==> config.mk <==
export PLATFORM = sky130hd
export DESIGN_NAME = uart_tx_arbiter
export DESIGN_NICKNAME = d
export VERILOG_FILES = /design/src/rtl/uart_pkg.sv /design/src/rtl/uart_tx_shifter.sv /design/src/rtl/uart_tx_arbiter.sv
export SDC_FILE = /design/constraint.sdc
export NUM_CORES = 1
export LEC_CHECK = 0
export CORE_UTILIZATION = 55
export CTS_BUF_LIST = sky130_fd_sc_hd__clkbuf_8
export CTS_CLUSTER_DIAMETER = 120
export DETAILED_ROUTE_END_ITERATION = 8
export HOLD_SLACK_MARGIN = 0.06
export PLACE_DENSITY = 0.93
export SYNTH_ARGS = -nofsm -noshare
export SYNTH_HDL_FRONTEND = slang
export SYNTH_SLANG_ARGS = --single-unit
==> constraint.sdc <==
create_clock -name CLK -period 3.5 [get_ports CLK]
set_clock_uncertainty 0.15 [all_clocks]
set_input_delay 0.525 -clock CLK [delete_from_list [all_inputs] [get_ports CLK]]
set_output_delay 0.525 -clock CLK [all_outputs]
set_load 0.05 [all_outputs]
Figure 1. Placed standard cells (run 1).
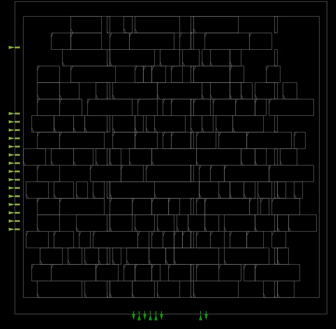
# Taps: 28
final cell count without fillers: 198
Rows: 17

Figure 2. Pin map (run 1).
Scale bar: 20 um. Pins as bars across the die edge, other pins in gray.
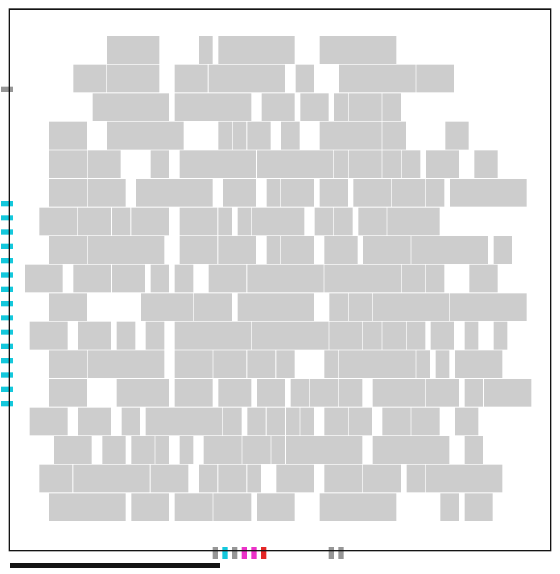
legend:
  `data`:
    color: cyan
    pins: 16
    direction: input
    edge: 15 west, 1 south
  `TXD`:
    color: red
    pins: 1
    direction: output
    edge: south
  `req`:
    color: magenta
    pins: 2
    direction: input
    edge: south
I/O Buffers: 23
die height: 51.41 um

Figure 3. Cell area per tile (run 1).
10 x 10 tiles, from white (low) to dark blue (high), 0 to 100% covered.
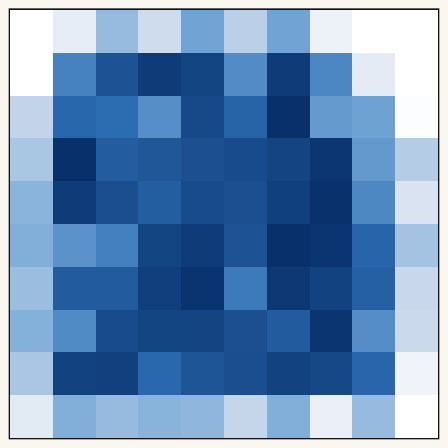
emptiest ninth of the die: north-east
densest ninth of the die: center
mean over tiles: 62%
nearly empty tiles: 7.0%
tiles over 75% full: 50%
fullest tile: 100%
Core Util, Final: 74.64%
Initial Util: 59.54%
core area: 2255 um^2

Figure 4. Sizing map (run 1).
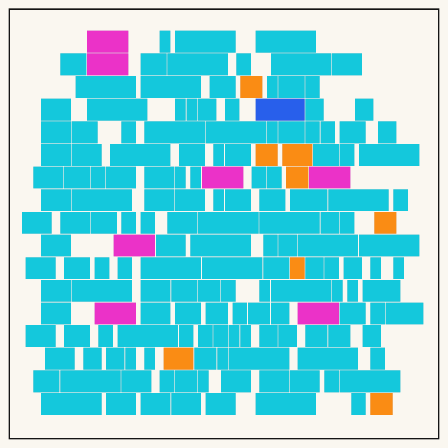
legend:
  _0 and _1 cells:
    color: cyan
    cells: 154
    share: 91%
  _6 and larger:
    color: magenta
    cells: 7
    share: 4.1%
  _2 cells:
    color: orange
    cells: 8
    share: 4.7%
  _3 and _4 cells:
    color: blue
    cells: 1
    share: 0.59%
Signal buffers: 23
final worst slack: 1.329 ns
synthesis-to-layout area growth: 25.35%

==> results.yml, run 1 <==
# flow metrics
run_status:
  outcome: "finished, final reports clean"
synth:
  logic_family: "simple AND/OR/NAND/NOR gates"
  ys_top_cells_by_area: "dfxtp_1 43%, a21oi_1 5.6%, a221oi_1 5.2%, mux2i_1 5.2%, xor2_1 4.6%"
  common_cells: "29 x dfxtp_1, 15 x a21oi_1, 10 x nand3_1, 10 x nor2_1, 8 x a221oi_1"
  top_cell_area_share_pct: 43.24
  ys_area_um2: 1343
  async_flop_share_pct: 0
  ys_ff: 29
  postSynthCellCount: 143
global_route:
  grt_pass1_vias: 1236
  gr-usage-met1_pct: 26.97
  grt.overflow.total: 0
routing:
  top_layer: "met4"
  wl_met1_um: 1234
  dr.first_iter.drc_count: 16
sta:
  hold_viol_final: 0
  finalCritPeriodShare_pct: 62.02
  setup_viol: 0
  tns_ns: 0
power_and_ir_drop:
  p_per_area_nw_per_um2: 451.5
  power_frac_seq_pct: 47.4
  p_comb_w: 0.0000904
  p_clk_w: 0.000309
clock_tree:
  htreeDepth: 2
  cts-root-buf: "clkbuf_8"
  cts.sinks: 29
layout:
  num_antenna_cells: 0
  flops: 29
  largest_class: "multi-input combinational cells"
  bufAreaShareNonClock_pct: 13.68
  drive_above_1_share_pct: 9.412
worst_hold_path:
  hp-class: "reg2reg"
placement:
  dp_slack_ns: 1.049
  routabilityCongestion: 0.7703
setup_path:
  worstPathBufferInverterCount: 1
  cp-start-kind: "input port"
  cp-end-kind: "register"
  max_stage_delay_ns: 0.50
Figure 5. A small window of the routed layout (run 1).
Window x 29 to 49, y 29 to 49 um. Cells in gray, sequential cells in the stronger gray; small squares are vias.
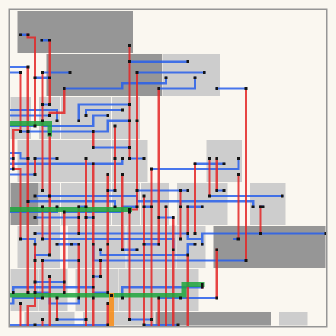

## Run 2: what changed since run 1
--- a/config.mk
+++ b/config.mk
@@ -5,12 +5,12 @@
 export SDC_FILE = /design/constraint.sdc
 export NUM_CORES = 1
 export LEC_CHECK = 0
-export CORE_UTILIZATION = 55
+export CORE_UTILIZATION = 48
 export CTS_BUF_LIST = sky130_fd_sc_hd__clkbuf_8
 export CTS_CLUSTER_DIAMETER = 120
 export DETAILED_ROUTE_END_ITERATION = 8
 export HOLD_SLACK_MARGIN = 0.06
-export PLACE_DENSITY = 0.93
+export PLACE_DENSITY = 0.87
 export SYNTH_ARGS = -nofsm -noshare
 export SYNTH_HDL_FRONTEND = slang
 export SYNTH_SLANG_ARGS = --single-unit
==> constraint.sdc (replaced) <==
create_clock -name CLK -period 1.8 [get_ports CLK]
set_clock_uncertainty 0.15 [all_clocks]
set_input_delay 0.27 -clock CLK [delete_from_list [all_inputs] [get_ports CLK]]
set_output_delay 0.27 -clock CLK [all_outputs]
set_load 0.05 [all_outputs]
Figure 6. A small window of the routed layout (run 2).
Window x 31 to 51, y 31 to 51 um. Cells in gray, sequential cells in the stronger gray; small squares are vias.
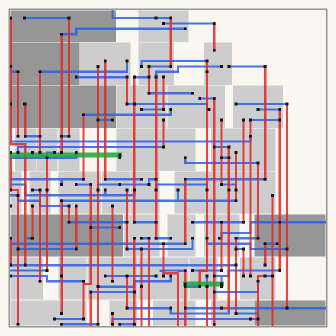
legend:
  metal 2:
    color: red
  metal 3:
    color: green
  metal 1:
    color: blue
sequential cells in the window: 6
cells with their middle in the window: 36
most frequent: dfxtp_1 (6), xor2_1 (5), nand3_1 (5)

Figure 7. Cell area per tile (run 2).
11 x 11 tiles, from white (low) to dark blue (high), 0 to 100% covered.
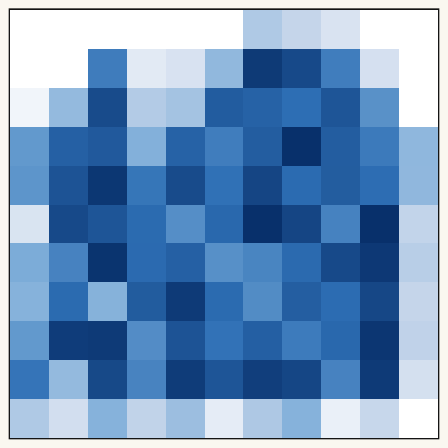
nearly empty tiles: 11%
mean over tiles: 58%
emptiest ninth of the die: north-west
fullest tile: 100%
tiles over 75% full: 42%
densest ninth of the die: center
Initial Util: 52.29%
core area: 2567 um^2

==> run 2 against run 1 <==
Effect of this change: synthesized area is the same; first-iteration DRC count up 38%; worst hold slack got worse by 0.00064 ns; cell area is 5.6% higher; setup slack got worse by 1.2 ns; flip-flop count stayed put; synthesized cell count did not move; critical endpoint is now u_shifter.bit_q[1]$_SDFFE_PP0P_; combinational power is 110% higher; register-to-register slack got worse by 1.4 ns; global-route usage is 3.0 points lower.
==> results.yml, run 2 <==
# flow metrics
layout:
  fin_cells: 209
  num_antenna_cells: 0
  flops: 29
  buffers: 32
  fin_area_um2: 1777
  area_growth_pct: 32.34
  post-route-util_pct: 69.20
  drive_above_1_share_pct: 18.99
  bufAreaShareNonClock_pct: 16.20
  largest_class: "multi-input combinational cells"
power_and_ir_drop:
  irDropWorstVdd_uv: 661.1
  p_clk_w: 0.000584
  p_comb_w: 0.000192
  power_frac_seq_pct: 47.3
  p_per_area_nw_per_um2: 827.8
  switchingPower_w: 0.0003584
sta:
  layout_setup_ws_ns: 0.08363
  hold_viol_final: 0
  setup_viol: 0
  finalCritPeriodShare_pct: 95.35
  min_period_ns: 1.716
  tns_ns: 0
synth:
  postSynthCellCount: 143
  ys_ff: 29
  ys_area_um2: 1343
  async_flop_share_pct: 0
  logic_family: "simple AND/OR/NAND/NOR gates"
  ys_top_cells_by_area: "dfxtp_1 43%, a21oi_1 5.6%, a221oi_1 5.2%, mux2i_1 5.2%, xor2_1 4.6%"
  syn_avg_cell_area_um2: 9.388
  top_cell_area_share_pct: 43.24
  common_cells: "29 x dfxtp_1, 15 x a21oi_1, 10 x nand3_1, 10 x nor2_1, 8 x a221oi_1"
worst_hold_path:
  hp-class: "reg2reg"
clock_tree:
  cts.sinks: 29
  htreeDepth: 2
  post_cts_resized: 2
  cts-root-buf: "clkbuf_8"
floorplanning:
  io_pins: 24
  rows: 18
  taps: 30
global_route:
  grt_start_max_net_pins: 14
  gr-usage-met1_pct: 24.24
  track_usage_pct: 23.76
  grt_pass1_vias: 1169
  grt.overflow.total: 0
placement:
  io_buffers: 23
  dp_slack_ns: -0.005159
  routabilityCongestion: 0.7975
  postPlaceCellArea_um2: 1627
routing:
  top_layer: "met4"
  wl_met1_um: 1267
  dr.first_iter.drc_count: 22
run_status:
  outcome: "finished, final reports clean"
setup_path:
  cp-end-kind: "register"
  worstPathCellList: "ha_4 -> and4b_1 -> nand3_4 -> buf_4 -> or3_1 -> a21oi_1"
  cp-start-kind: "register"
  max_stage_delay_ns: 0.37
Figure 8. Pin map (run 2).
Scale bar: 20 um. Pins as bars across the die edge, other pins in gray.
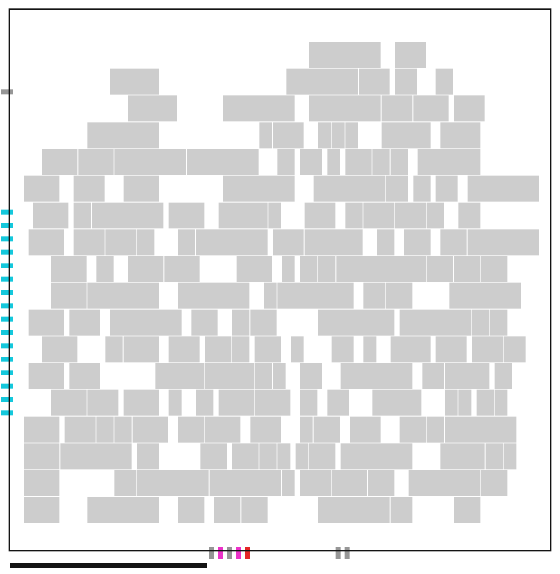
legend:
  `data`:
    color: cyan
    pins: 16
    direction: input
    edge: west
  `TXD`:
    color: red
    pins: 1
    direction: output
    edge: south
  `req`:
    color: magenta
    pins: 2
    direction: input
    edge: south
all pins by edge: 17 west, 7 south
Die Wd: 54.89 um
die height: 54.89 um

Power and IR drop assume default switching activity.
